### src/rtl/copier_if.sv
// copier_if: job request, sensor and status bundle for the copier controller
interface copier_if #(
  parameter int CNT_W  = 4,
  parameter int NTRAYS = 2,
  parameter int TS_W   = NTRAYS > 1 ? $clog2(NTRAYS) : 1
);
  logic              start;
  logic [CNT_W-1:0]  qty;
  logic [TS_W-1:0]   tray_sel;
  logic [NTRAYS-1:0] paper;
  logic              jam;
  logic              cover_open;
  logic              abort;
  logic              copy_out;
  logic              no_paper;
  logic              jammed;
  logic              busy;
  logic              done;
  logic [CNT_W-1:0]  copies_done;
  logic [2:0]        state;
  modport master (
    output start, qty, tray_sel, paper, jam, cover_open, abort,
    input  copy_out, no_paper, jammed, busy, done, copies_done, state
  );
  modport slave (
    input  start, qty, tray_sel, paper, jam, cover_open, abort,
    output copy_out, no_paper, jammed, busy, done, copies_done, state
  );
endinterface

### src/rtl/copier_ctrl.sv
// copier_ctrl: copy job sequencer with paper-out, jam recovery and abort handling
module copier_ctrl #(
  parameter int CNT_W    = 4,
  parameter int NTRAYS   = 2,
  parameter int COPY_CYC = 2
) (
  input logic      clk_2,
  input logic      reset,
  copier_if.slave  bus
);
  localparam int TS_W = NTRAYS > 1 ? $clog2(NTRAYS) : 1;
  typedef enum logic [2:0] {
    IDLE       = 3'd0,
    PRINT      = 3'd1,
    WAIT_PAPER = 3'd2,
    JAM        = 3'd3,
    CLEAR      = 3'd4,
    DONE       = 3'd5
  } state_t;
  state_t           st, nxt;
  logic [7:0]       timer, nxt_timer;
  logic [CNT_W-1:0] qty_l, nxt_qty, cnt, nxt_cnt;
  logic [TS_W-1:0]  tray_l, nxt_tray, sel;
  logic             last, has_paper;
  // out-of-range trays fall back to tray 0
  assign sel       = 32'(bus.tray_sel) < NTRAYS ? bus.tray_sel : '0;
  assign has_paper = bus.paper[tray_l];
  assign last      = timer == 8'(COPY_CYC - 1);
  assign bus.state       = st;
  assign bus.copies_done = cnt;
  // next-state rules: jam outranks abort, abort outranks normal progress
  always_comb begin
    nxt       = st;
    nxt_timer = timer;
    nxt_cnt   = cnt;
    nxt_qty   = qty_l;
    nxt_tray  = tray_l;
    case (st)
      IDLE: if (bus.start && bus.qty != '0) begin
        nxt_qty   = bus.qty;
        nxt_tray  = sel;
        nxt_cnt   = '0;
        nxt_timer = '0;
        nxt       = bus.paper[sel] ? PRINT : WAIT_PAPER;
      end
      PRINT: if (bus.jam) begin
        nxt       = JAM;
        nxt_timer = '0;
      end else if (bus.abort) begin
        nxt       = IDLE;
        nxt_timer = '0;
      end else if (last) begin
        nxt_cnt   = cnt + CNT_W'(1);
        nxt_timer = '0;
        nxt       = nxt_cnt == qty_l ? DONE : has_paper ? PRINT : WAIT_PAPER;
      end else
        nxt_timer = timer + 8'd1;
      WAIT_PAPER: if (bus.jam) begin
        nxt       = JAM;
        nxt_timer = '0;
      end else if (bus.abort)
        nxt = IDLE;
      else if (has_paper) begin
        nxt       = PRINT;
        nxt_timer = '0;
      end
      JAM: nxt = bus.cover_open && !bus.jam ? CLEAR : JAM;
      CLEAR: if (bus.jam)
        nxt = JAM;
      else if (!bus.cover_open) begin
        nxt       = has_paper ? PRINT : WAIT_PAPER;
        nxt_timer = '0;
      end
      DONE: nxt = IDLE;
      default: nxt = IDLE;
    endcase
  end
  // state, job context and status flags all register from the next state
  always_ff @(posedge clk_2) begin
    if (reset) begin
      st           <= IDLE;
      timer        <= '0;
      cnt          <= '0;
      qty_l        <= '0;
      tray_l       <= '0;
      bus.copy_out <= 1'b0;
      bus.no_paper <= 1'b0;
      bus.jammed   <= 1'b0;
      bus.busy     <= 1'b0;
      bus.done     <= 1'b0;
    end else begin
      st           <= nxt;
      timer        <= nxt_timer;
      cnt          <= nxt_cnt;
      qty_l        <= nxt_qty;
      tray_l       <= nxt_tray;
      bus.copy_out <= nxt == PRINT;
      bus.no_paper <= nxt == WAIT_PAPER;
      bus.jammed   <= nxt == JAM || nxt == CLEAR;
      bus.busy     <= nxt != IDLE;
      bus.done     <= nxt == DONE;
    end
  end
endmodule

### src/flat_wrapper.sv
// flat-port wrapper written by rule: the top's interface ports become plain ports
module copier_ctrl_flat 
#(
  parameter int CNT_W    = 4,
  parameter int NTRAYS   = 2,
  parameter int COPY_CYC = 2
)
  (clk_2, reset, bus_start, bus_qty, bus_tray_sel, bus_paper, bus_jam, bus_cover_open, bus_abort, bus_copy_out, bus_no_paper, bus_jammed, bus_busy, bus_done, bus_copies_done, bus_state);
  copier_if #(.CNT_W(CNT_W), .NTRAYS(NTRAYS)) bus_i ();
  input logic clk_2;
  input logic reset;
  input wire logic [$bits(bus_i.start)-1:0] bus_start;
  input wire logic [$bits(bus_i.qty)-1:0] bus_qty;
  input wire logic [$bits(bus_i.tray_sel)-1:0] bus_tray_sel;
  input wire logic [$bits(bus_i.paper)-1:0] bus_paper;
  input wire logic [$bits(bus_i.jam)-1:0] bus_jam;
  input wire logic [$bits(bus_i.cover_open)-1:0] bus_cover_open;
  input wire logic [$bits(bus_i.abort)-1:0] bus_abort;
  output wire logic [$bits(bus_i.copy_out)-1:0] bus_copy_out;
  output wire logic [$bits(bus_i.no_paper)-1:0] bus_no_paper;
  output wire logic [$bits(bus_i.jammed)-1:0] bus_jammed;
  output wire logic [$bits(bus_i.busy)-1:0] bus_busy;
  output wire logic [$bits(bus_i.done)-1:0] bus_done;
  output wire logic [$bits(bus_i.copies_done)-1:0] bus_copies_done;
  output wire logic [$bits(bus_i.state)-1:0] bus_state;
  assign bus_i.start = bus_start;
  assign bus_i.qty = bus_qty;
  assign bus_i.tray_sel = bus_tray_sel;
  assign bus_i.paper = bus_paper;
  assign bus_i.jam = bus_jam;
  assign bus_i.cover_open = bus_cover_open;
  assign bus_i.abort = bus_abort;
  assign bus_copy_out = bus_i.copy_out;
  assign bus_no_paper = bus_i.no_paper;
  assign bus_jammed = bus_i.jammed;
  assign bus_busy = bus_i.busy;
  assign bus_done = bus_i.done;
  assign bus_copies_done = bus_i.copies_done;
  assign bus_state = bus_i.state;
  copier_ctrl #(.CNT_W(CNT_W), .NTRAYS(NTRAYS), .COPY_CYC(COPY_CYC)) u_core (.clk_2(clk_2), .reset(reset), .bus(bus_i));
endmodule
### config.mk
export PLATFORM = sky130hd
export DESIGN_NAME = copier_ctrl_flat
export DESIGN_NICKNAME = d
export VERILOG_FILES = /design/src/rtl/copier_if.sv /design/src/rtl/copier_ctrl.sv /design/src/flat_wrapper.sv
export SDC_FILE = /design/constraint.sdc
export NUM_CORES = 1
export LEC_CHECK = 0
export CAP_MARGIN = 20
export CORE_MARGIN = 5
export CORE_UTILIZATION = 60
export DETAILED_ROUTE_END_ITERATION = 12
export DONT_BUFFER_PORTS = 1
export PLACE_DENSITY = 0.83
export SLEW_MARGIN = 30
export SYNTH_ARGS = -nofsm -noshare
export SYNTH_HDL_FRONTEND = slang
export SYNTH_SLANG_ARGS = --single-unit
### constraint.sdc
create_clock -name clk_2 -period 5.9 [get_ports clk_2]
set_clock_uncertainty 0.1 [all_clocks]
set_input_delay 1.18 -clock clk_2 [delete_from_list [all_inputs] [get_ports clk_2]]
set_output_delay 1.18 -clock clk_2 [all_outputs]
set_load 0.02 [all_outputs]
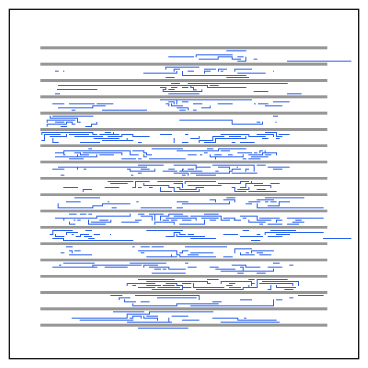
(run_1/layer_met1.png)
Scale: 6 px per um. Supply wires on this layer in grey.
The layer carries 1250 um of wire. The longest straight run is 24.8 um. 157 nets have wire on it.

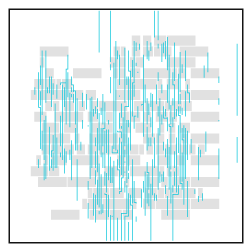
(run_1/layer_met2.png)
Scale: 4 px per um. Cells faint in the background.
The layer carries 1450 um of wire. 142 nets have wire on it. The wires run mostly vertical. The longest straight run is 27.2 um.

==> flow_summary_export.csv, run 1 <==
group,metric,value,unit
clocking,cts_buffers,3,
die,ios,25,
placement,hpwlAfterDp,2180,um
timing,min_period,3.08,ns
clocking,post_cts_resize_count,0,
drt,wl_met3,123,um
die,row_count,17,
synth,yosysSeqAreaShare,36.2,%
power,finalPower,374,uW
timing,clock.fmax,325,MHz
synth,yosysWarnings,0,
synth,async_reset_ff_share,0,%
worst_setup_path,start_kind,"primary input",
clocking,cts_tree,"yes",
timing,setup_viol,0,
cells_and_area,syn2layout_area_growth,2.54,%
die,core_area,2210,sq um
job,max_cap_violations,0,
die,die_h,58.0,um
worst_setup_path,path_max_fanout,16,
worst_hold_path,min_path_type,"flop to flop",
synth,ys_chip_area,1380,sq um
synth,ys_cells,158,
synth,edf_count,0,
drt,route.detailed.wl_per_inst,15.9,um
grt,grt_remaining_overflow,0,
timing,rsz0062_at_grt,"no",
die,floorplan.core_util,62.4,%
worst_setup_path,critPathArrivalTime,3.24,ns
synth,syn_nets,174,
timing,drv_slew,0,
clocking,clkTransAtPathRegs,0.14,ns
grt,grt_pass1_wl,4860,um
drt,m1WireLength,1250,um
synth,ys_sh_xor,4.89,%
timing,tightest_slew,0.672,ns
die,die_w,58.0,um
synth,top_area_share,36.2,%
synth,mux_area_share,5.16,%
drt,top_layer_used,"met4",
job,warning_count,27,
cells_and_area,n_fill_cell,187,
timing,maxSlewHeadroom,55.1,%
timing,hold_violations,0,
synth,synth_area,1380,sq um
clocking,ctsHoldBuffers,0,
worst_setup_path,r2r_slack,3.21,ns
grt,antenna_found_initial,0,
drt,dr.first_iter.drc_count,32,
drt,wl_met2,1450,um
worst_setup_path,crit_required,6.06,ns
cells_and_area,design_area,1420,sq um
synth,yosys_most_used_dff,"dfxtp_1",
worst_setup_path,critPathCaptureType,"flop",
synth,synth_cell_types,47,
clocking,cts_setup_buffers,0,
timing,fin_tns_setup,0,ns
cells_and_area,nNetsFinal,171,
drt,vias,1127,
synth,largest_area_cell,"dfxtp_1",
grt,gr-usage-all-layers,17.9,%
power,max-vdd-ir-drop,154,uV
timing,period_used_share,52.1,%
worst_setup_path,crit_type,"primary input to flop",
clocking,clk_latency,0.34,ns
cells_and_area,drive_above_1_share,9.09,%
clocking,cts_sinks,25,
cells_and_area,logic_area,828,sq um
synth,avgSynthCellArea,8.74,sq um
clocking,htreeDepth,1,
drt,firstDrtPassIters,4,
die,die_area,3360,sq um
synth,synth_flops,25,
power,leakage,0.504,nW
synth,logic_family,"simple AND/OR/NAND/NOR gates",
drt,drc,0,
drt,routed_wl,2890,um
run_status,status,"finished clean",
clocking,cts_buffer_depth,2,
cells_and_area,antenna_cells,0,
synth,synthCells,158,
clocking,cts-root-buf,"clkbuf_4",
drt,antenna_left,0,
synth,topCellsByArea,"dfxtp_1, mux2i_1, a21oi_1",
grt,grt_max_degree,17,
synth,simple_gate_share,27.2,%
cells_and_area,final-seq-area,500,sq um
synth,aoi_share,19.6,%
grt,grt_pass1_vias,1108,
placement,dpl_cell_area,1380,sq um
drt,vias_per_cell,6.19,
cells_and_area,fin_util,64.0,%
placement,gp_congestion,0.818,
power,power_density,264,nW/um^2
placement,port_buffers,0,
synth,synthAdderAreaFrac,2.72,%
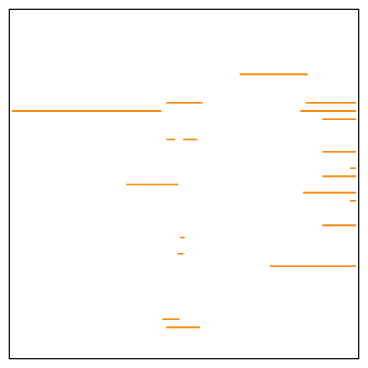
(run_1/layer_met3.png)
Scale: 6 px per um.
The wires run mostly horizontal. 15 nets have wire on it. The longest straight run is 24.6 um. The layer carries 124 um of wire.

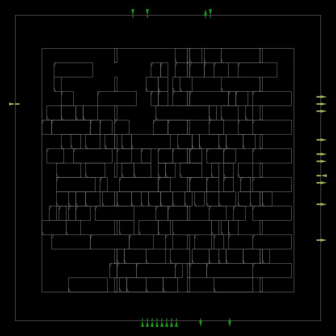
(run_1/placement.png)
registers: 25
Final Non-Filler Cells: 182

==> run 1: flip-flops by register name, summed over array words and instances (netlist names) <==
register	cells
u_core.timer	8
u_core.bus.copies_done	4
u_core.qty_l	4
u_core.bus.state	3
u_core.bus.busy	1
u_core.bus.copy_out	1
u_core.bus.done	1
u_core.bus.jammed	1
u_core.bus.no_paper	1
u_core.tray_l	1
==> run 1: power by group <==
group          switching, mW  internal [mW]  total [mW]
Combinational         0.0464         0.0386      0.0850
Sequential            0.0252          0.183       0.208
Clock                 0.0548         0.0266      0.0814
Total                  0.126          0.248       0.374
==> run 1: metal layers <==
metal  vias to the layer above  track usage (%)
met5                         -                0
met1                       532             21.2
met2                        22             31.6
met3                         7             3.79
li1                        566                -
met4                         0             6.29
==> run 1: per-stage QoR <==
stage          setup WS, ns  hold slack [ns]  cells
2_1_floorplan          2.77            0.348    158
3_3_place_gp           2.45            0.361    178
3_5_place_dp           2.17            0.378    178
4_1_cts                2.51            0.401    182
5_1_grt                2.58            0.424    182
6_report               2.82            0.397    182
==> run 1: logic make-up (layout without fill, tap and decap cells) <==
kind of cell	Yosys count	after routing
simple gates	64	64
compound gates	38	38
flops	25	25
buf+inv	15	11
mux	7	7
xor+xnor	6	6
fa+ha+maj	3	3
==> run 1: Yosys cell counts (2+ instances only) <==
| cell type | number |
|---|---|
| buf_2 | 2 |
| nor2_1 | 14 |
| dfxtp_1 | 25 |
| or2_2 | 3 |
| nand2_1 | 6 |
| clkbuf_1 | 6 |
| o21ai_0 | 5 |
| a31oi_1 | 2 |
| nor2b_1 | 8 |
| nor3_1 | 4 |
| a21oi_1 | 11 |
| or4b_1 | 2 |
| or4_1 | 5 |
| nand2b_1 | 3 |
| xnor2_1 | 3 |
| xor2_1 | 2 |
| nand3_1 | 2 |
| o31ai_1 | 6 |
| nand3b_1 | 2 |
| o21bai_1 | 2 |
| inv_1 | 7 |
| mux2i_1 | 6 |
| or3_1 | 6 |
| ha_1 | 3 |
==> run 1: critical path: stages <==
cell,delay (ns)
o41ai_1,0.57
a221oi_1,0.22
a31oi_2,0.59
o21ai_1,0.38
a211oi_1,0.30
==> run 1: final timing paths <==
path	from	endpoint	cells after the start
max	bus_qty[0]	u_core.timer[1]	5
min	u_core.timer[7]	u_core.timer[7]	2
max reg2reg	u_core.bus.state[0]	u_core.bus.copies_done[1]	5
min reg2reg	u_core.timer[7]	u_core.timer[7]	2
==> run 1: cell type report <==
type	count	area share, %
well taps	28	2.47
multi-input cells	118	58.5
flip-flops and latches	25	35.3
clock buffers	4	1.86
inverters	7	1.86
==> run 1: placed cells by master (no fill, tap or decap), types with 2 or more instances in the layout <==
master,n
nor2_1,14
xor2_1,2
nand2_1,6
or2_2,3
o31ai_1,6
xnor2_1,3
or4_1,5
or4b_1,2
nand3b_1,2
inv_1,7
dfxtp_1,25
or3_1,6
nor2b_1,8
nand3_1,2
mux2i_1,6
ha_1,3
o21bai_1,2
clkbuf_4,3
nor3_1,4
nand2b_1,3
o21ai_0,5
a21oi_1,11
==> run_1/io_placement.png <==
Scale: 6 px per um. Pins as bars across the die edge, other pins in grey.
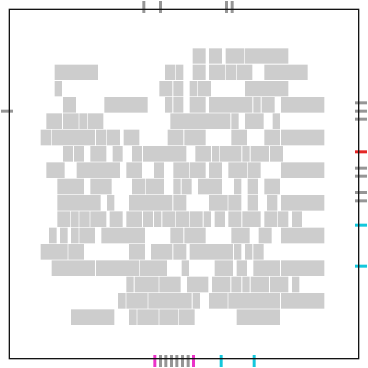

--- run 2 (diff from run 1) ---
--- a/config.mk
+++ b/config.mk
@@ -7,10 +7,10 @@
 export LEC_CHECK = 0
 export CAP_MARGIN = 20
 export CORE_MARGIN = 5
-export CORE_UTILIZATION = 60
+export CORE_UTILIZATION = 55
 export DETAILED_ROUTE_END_ITERATION = 12
 export DONT_BUFFER_PORTS = 1
-export PLACE_DENSITY = 0.83
+export PLACE_DENSITY = 0.8
 export SLEW_MARGIN = 30
 export SYNTH_ARGS = -nofsm -noshare
 export SYNTH_HDL_FRONTEND = slang
==> constraint.sdc (replaced) <==
create_clock -name clk_2 -period 2.5 [get_ports clk_2]
set_clock_uncertainty 0.1 [all_clocks]
set_input_delay 0.5 -clock clk_2 [delete_from_list [all_inputs] [get_ports clk_2]]
set_output_delay 0.5 -clock clk_2 [all_outputs]
set_load 0.02 [all_outputs]
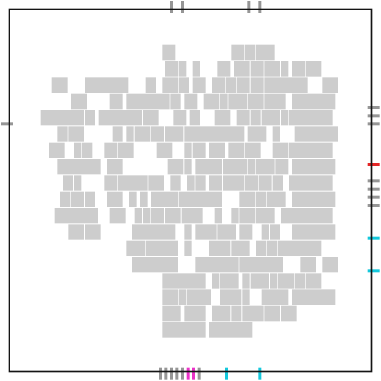
(run_2/io_placement.png)
Scale: 6 px per um. Pins as bars across the die edge, other pins in grey.
Key: bus_paper = magenta [pins 2, direction input, edge bottom]; bus_copies_done = cyan [pins 4, direction output, edge 2 bottom, 2 right]; bus_busy = red [pins 1, direction output, edge right]
All pins by edge: 10 right, 10 bottom, 4 top, 1 left.

==> run 2 against run 1 <==
- count of clock-buffer cells in the layout shrank 1
- area after synthesis is the same
- via count grew 6.8%
- cell count grew 9.3%
- power grew 150%
- global-route usage is essentially flat
- die size grew 7.5%
- clock power grew 130%
- highest routed layer unchanged
==> flow_summary_export.csv, run 2 <==
group,metric,value,unit
worst_setup_path,path_max_fanout,4,
synth,synthCells,158,
cells_and_area,antenna_cells,0,
cells_and_area,largest_reg_flops,8,
grt,grt_pass1_wl,4980,um
grt,grt_remaining_overflow,0,
clocking,cts_buffer_depth,2,
die,core_area,2430,sq um
placement,port_buffers,0,
drt,dr.first_iter.drc_count,29,
clocking,cts_buffers,3,
synth,async_reset_ff_share,0,%
grt,grt_pass1_vias,1208,
synth,synth_cell_types,47,
worst_setup_path,cp.depth,7,
die,die_area,3610,sq um
timing,clock.fmax,411,MHz
clocking,cts_tree,"yes",
timing,period_used_share,97.3,%
cells_and_area,nNetsFinal,186,
synth,yosys_most_used_dff,"dfxtp_1",
timing,tightest_slew,0.589,ns
clocking,clk_latency,0.33,ns
placement,gp_congestion,0.832,
grt,gr-usage-all-layers,17.9,%
worst_setup_path,critPathArrivalTime,2.61,ns
synth,yosysWarnings,0,
placement,hpwlAfterDp,2400,um
timing,drv_slew,0,
worst_setup_path,crit_type,"flop to flop",
die,die_w,60.1,um
run_status,status,"finished clean",
synth,ys_cells,158,
timing,setup_viol,0,
synth,topCellsByArea,"dfxtp_1, mux2i_1, a21oi_1",
placement,dp_cells,192,
worst_setup_path,crit_required,2.68,ns
die,ios,25,
synth,ys_chip_area,1380,sq um
timing,min_period,2.43,ns
cells_and_area,lay_top_count,"dfxtp_1",
drt,antenna_left,0,
timing,hold_violations,0,
power,leakage,0.581,nW
worst_setup_path,path_delay_family,"simple AND/OR/NAND/NOR gates",
drt,drc,0,
drt,vias,1204,
placement,dpl_cell_area,1480,sq um
worst_setup_path,crit_chain,"inv_2 -> ha_2 -> or4b_4 -> or4_4 -> and2_4 -> or3b_1 -> a21oi_2",
cells_and_area,design_area,1540,sq um
drt,routed_wl,3090,um
clocking,cts-root-buf,"clkbuf_4",
synth,common_cells,"dfxtp_1, nor2_1, a21oi_1",
grt,antenna_found_initial,0,
worst_setup_path,cp_slowest_cell,"or4_4",
synth,avgSynthCellArea,8.74,sq um
worst_setup_path,max_stage_delay,0.57,ns
worst_setup_path,start_kind,"flop",
cells_and_area,lay_top_cells,"dfxtp_1, buf_4, nor2_1",
power,power_density,595,nW/um^2
synth,synth_flops,25,
job,max_cap_violations,0,
drt,vias_per_cell,6.05,
cells_and_area,stdcell_count,199,
clocking,htreeDepth,1,
synth,top_area_share,36.2,%
cells_and_area,drive_above_1_share,20.1,%
synth,edf_count,0,
timing,rsz0062_at_grt,"no",
clocking,cts_sinks,25,
synth,yosysSeqAreaShare,36.2,%
power,max-vdd-ir-drop,443,uV
worst_setup_path,critPathCaptureType,"flop",
worst_setup_path,cp.buffers_inverters,1,
worst_hold_path,hold_depth,1,
worst_hold_path,min_path_type,"primary input to flop",
cells_and_area,regMostFlops,"u_core.timer",
job,warning_count,27,
synth,largest_area_cell,"dfxtp_1",
clocking,clkTransAtPathRegs,0.14,ns
cells_and_area,syn2layout_area_growth,11.6,%
die,die_h,60.1,um
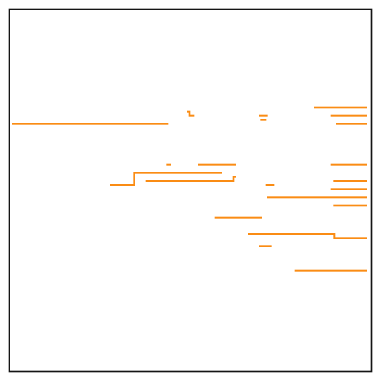
(run_2/layer_met3.png)
Scale: 6 px per um.
The layer holds 5.5% of the routed length. The layer carries 171 um of wire. 18 nets have wire on it. The wires run mostly horizontal.

run 2: per-stage QoR:
| stage | hold slack [ns] | power, mW | util (%) | setup slack, ns |
|---|---|---|---|---|
| after floorplan | 0.348 | 0.665 | - | 0.0500 |
| after global placement | 0.365 | 0.709 | 60.7 | 0.111 |
| after detailed placement | 0.389 | 0.725 | 60.7 | 0.0574 |
| after CTS | 0.113 | 0.907 | 61.9 | 0.0202 |
| after global routing | 0.0954 | 0.969 | 63.4 | 0.00627 |
| final | 0.109 | 0.917 | 63.4 | 0.0672 |
run 2: power by group:
part | total, mW | switching, mW | internal (mW)
logic | 0.268 | 0.145 | 0.123
registers | 0.463 | 0.0316 | 0.432
clock network | 0.186 | 0.124 | 0.0612
run 2: logic make-up (layout without fill, tap and decap cells):
group / count (synthesis) / in the layout / share of synthesized area (%)
AND/OR/NAND/NOR: 64 / 64 / 27.2
AND-OR/OR-AND: 38 / 38 / 19.6
flip-flops: 25 / 25 / 36.2
buffers and inverters: 15 / 26 / 4.26
multiplexers: 7 / 7 / 5.16
XOR/XNOR: 6 / 6 / 4.89
adder cells (fa/ha/maj): 3 / 3 / 2.72
run 2: area by class of cell:
type                       instances  area (sq um)
tap                               30          37.5
fill                             198           891
inverter                           7          26.3
clock buffer                       3          22.5
timing repair buffer              15           113
multi-input combinational        118           833
sequential                        25           502
clock inverter                     1          7.51
run 2: path summary, 6_finish.rpt:
check | start | end | slack (ns)
min | reset | u_core.bus.copies_done[1] | 0.11
max reg2reg | u_core.timer[1] | u_core.bus.copies_done[1] | 0.07
min reg2reg | u_core.timer[7] | u_core.timer[7] | 0.41
max | u_core.timer[1] | u_core.bus.copies_done[1] | 0.07
run 2: timing repair:
action | in CTS | in global routing
setup buffers | 0 | 3
hold buffers | 0 | 0
endpoints found under the setup margin | 0 | 6
resized | 0 | 5
run 2: layer usage:
layer  vias up  share of wire, %  global-route usage (%)
li1        603                 -                       -
met1       563                38                    18.1
met2        32                56                    35.2
met3         6               5.5                    5.18
met4         0               1.1                    4.11
met5         -                 0                       0
--- run 3 (diff from run 2) ---
--- a/config.mk
+++ b/config.mk
@@ -6,11 +6,15 @@
 export NUM_CORES = 1
 export LEC_CHECK = 0
 export CAP_MARGIN = 20
+export CELL_PAD_IN_SITES_DETAIL_PLACEMENT = 1
+export CELL_PAD_IN_SITES_GLOBAL_PLACEMENT = 2
 export CORE_MARGIN = 5
-export CORE_UTILIZATION = 55
+export CORE_UTILIZATION = 33
 export DETAILED_ROUTE_END_ITERATION = 12
 export DONT_BUFFER_PORTS = 1
 export PLACE_DENSITY = 0.8
+export SKIP_CTS_REPAIR_TIMING = 1
+export SKIP_LAST_GASP = 1
 export SLEW_MARGIN = 30
 export SYNTH_ARGS = -nofsm -noshare
 export SYNTH_HDL_FRONTEND = slang
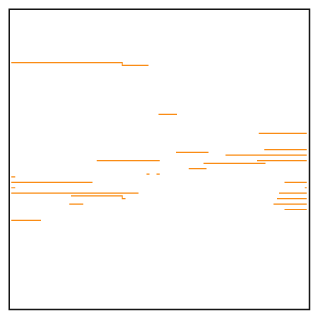
(run_3/layer_met3.png)
Scale: 4 px per um.
The longest straight run is 31.5 um. The layer holds 6.7% of the routed length. The layer carries 246 um of wire. The wires run mostly horizontal. 20 nets have wire on it.

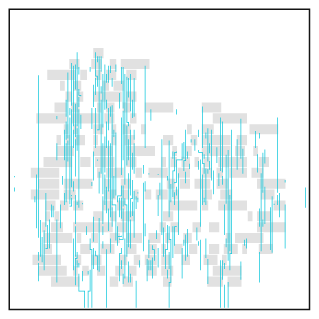
(run_3/layer_met2.png)
Scale: 4 px per um. Cells faint in the background.
The layer holds 49% of the routed length. 165 nets have wire on it. The wires run mostly vertical. The layer carries 1800 um of wire.

==> run 3 against run 2 <==
- via count up 1.8%
- synthesized cell count is the same
- utilization fell by 24 points
- area after synthesis is the same
- count of clock-buffer cells in the layout rose by 1
- critical path type unchanged
- critical endpoint unchanged
- largest power group unchanged
==> flow_summary_export.csv, run 3 <==
group,metric,value,unit
worst_setup_path,timing.rr.start,"u_core.timer[1]",
grt,grt_max_degree,17,
worst_hold_path,min_path_type,"primary input to flop",
cells_and_area,drive_above_1_share,21.1,%
synth,ys_cells,158,
cells_and_area,syn2layout_area_growth,15.8,%
timing,hold_violations,0,
placement,dp_cells,213,
drt,routed_wl,3680,um
cells_and_area,antenna_cells,0,
timing,min_period,2.45,ns
synth,synth_cell_types,47,
clocking,clk_latency,0.27,ns
job,max_cap_violations,0,
die,floorplan.core_util,34.3,%
die,ios,25,
synth,yosysWarnings,0,
power,sw_frac_of_total,32.3,%
clocking,cts_buffer_depth,2,
worst_setup_path,path_max_fanout,4,
cells_and_area,regMostFlops,"u_core.timer",
placement,dpl_cell_area,1510,sq um
clocking,cts-root-buf,"clkbuf_8",
power,comb_power_share,28.4,%
grt,grt_pass1_vias,1253,
die,row_count,23,
worst_setup_path,cp.depth,7,
worst_setup_path,path_delay_family,"simple AND/OR/NAND/NOR gates",
synth,largest_area_cell,"dfxtp_1",
synth,synthCells,158,
worst_setup_path,r2r_end,"u_core.bus.copies_done[1]",
drt,vias_per_cell,5.55,
grt,antenna_found_initial,0,
timing,drv_slew,0,
power,seq_power_share,46.9,%
job,warning_count,27,
grt,grt_pass1_wl,5950,um
timing,clock.fmax,408,MHz
worst_setup_path,max_stage_delay,0.57,ns
synth,avgSynthCellArea,8.74,sq um
die,die_area,5580,sq um
synth,topCellsByArea,"dfxtp_1, mux2i_1, a21oi_1",
clocking,htreeDepth,1,
power,max-vdd-ir-drop,486,uV
die,die_w,74.7,um
worst_setup_path,rr_worst_depth,7,
worst_setup_path,critPathCaptureType,"flop",
cells_and_area,stdcell_count,221,
synth,synth_flops,25,
drt,dr.first_iter.drc_count,76,
clocking,cts_tree,"yes",
drt,drc,0,
run_status,status,"finished clean",
timing,maxSlewHeadroom,58.0,%
worst_setup_path,r2r_slack,0.05,ns
synth,yosys_most_used_dff,"dfxtp_1",
worst_setup_path,cp_slowest_cell,"or4_4",
worst_setup_path,start_kind,"flop",
clocking,cts_sinks,25,
die,die_h,74.7,um
drt,route.detailed.wl_per_inst,16.6,um
timing,setup_viol,0,
synth,async_reset_ff_share,0,%
die,core_area,4030,sq um
power,power_density,621,nW/um^2
placement,hpwlAfterDp,2830,um
synth,edf_count,0,
cells_and_area,largest_reg_flops,8,
timing,period_used_share,97.9,%
power,power_switching,321,uW
placement,port_buffers,0,
cells_and_area,design_area,1600,sq um
cells_and_area,n_fill_cell,500,
synth,common_cells,"dfxtp_1, nor2_1, a21oi_1",
drt,firstDrtPassIters,4,
worst_setup_path,crit_type,"flop to flop",
synth,synth_area,1380,sq um
grt,grt_remaining_overflow,0,
cells_and_area,lay_top_cells,"dfxtp_1, buf_4, nor2_1",
power,finalPower,993,uW
clocking,clkTransAtPathRegs,0.09,ns
synth,yosysSeqAreaShare,36.2,%
worst_setup_path,startpoint,"u_core.timer[1]",
synth,top_area_share,36.2,%
timing,tightest_slew,0.625,ns
timing,fin_tns_setup,0,ns
worst_setup_path,endpoint,"u_core.bus.copies_done[1]",
worst_setup_path,crit_required,2.62,ns
power,leakage,0.601,nW
placement,pre_cts_slack,0.0532,ns
cells_and_area,nNetsFinal,188,
power,internal_power,672,uW
drt,vias,1226,
timing,layout_setup_ws,0.0518,ns
worst_setup_path,crit_chain,"inv_2 -> ha_2 -> or4b_4 -> or4_4 -> and2_4 -> or3b_4 -> a21oi_2",
power,pwr-share-clk,24.7,%
worst_setup_path,cp.buffers_inverters,1,
cells_and_area,lay_top_count,"dfxtp_1",
timing,whs,0.175,ns
cells_and_area,fin_util,39.7,%
grt,gr-usage-all-layers,14.0,%
synth,syn_nets,174,
placement,gp_congestion,0.804,
-- run 3: cell count changes in the layout (fill, tap and decap cells not counted) --
cell,before,now
or3b_4,0,1
clkinvlp_4,1,0
clkbuf_8,0,3
buf_4,15,17
or3b_1,1,0
clkbuf_4,3,0
clkbuf_1,0,1
-- run 3: logic make-up after synthesis --
logic type	share of synthesized area (%)
flops	36.2
xor+xnor	4.89
simple gates	27.2
compound gates	19.6
buf+inv	4.26
fa+ha+maj	2.72
mux	5.16
-- run 3: layer usage --
metal / vias up / track usage [%] / part of all wire (%)
li1: 598 / - / -
met1: 591 / 16.5 / 43
met2: 32 / 23.9 / 49
met3: 5 / 4.94 / 6.7
met4: 0 / 4.35 / 1.1
met5: - / 0 / 0
-- run 3: worst reg2reg max path, delay by kind of cell (launching register included) --
kind / cells / cell delay (ns)
AND/OR/NAND/NOR: 4 / 1.63
adder cells (fa/ha/maj): 1 / 0.16
flip-flops: 1 / 0.33
AND-OR/OR-AND: 1 / 0.11
buffers and inverters: 1 / 0.06
-- run 3: worst min path at each step --
stage,from,endpoint,slack [ns],cells past startpoint
2_1_floorplan,u_core.timer[7],u_core.timer[7],0.35,2
3_3_place_gp,u_core.timer[7],u_core.timer[7],0.36,2
3_5_place_dp,u_core.timer[5],u_core.timer[5],0.39,2
4_1_cts,reset,u_core.bus.copies_done[1],0.16,1
5_1_grt,reset,u_core.bus.copies_done[1],0.16,1
6_report,reset,u_core.bus.copies_done[1],0.18,1
-- run 3: area by class of cell --
class	instances	area, sq um	share of cell area (%)
flip-flops and latches	25	502	31.4
clock buffers	4	45.0	2.82
inverters	7	26.3	1.64
multi-input cells	118	836	52.3
repair buffers	17	128	7.98
well taps	50	62.6	3.91
-- run 3: power groups by stage --
| stage | Sequential (mW) | Combinational [mW] | Clock, mW |
|---|---|---|---|
| after global routing | 0.469 | 0.309 | 0.273 |
| after CTS | 0.465 | 0.268 | 0.260 |
| after detailed placement | 0.473 | 0.263 | 0 |
| final | 0.465 | 0.282 | 0.245 |
| after global placement | 0.472 | 0.248 | 0 |
| after floorplan | 0.479 | 0.186 | 0 |
Power is estimated from default activity; no workload was simulated.
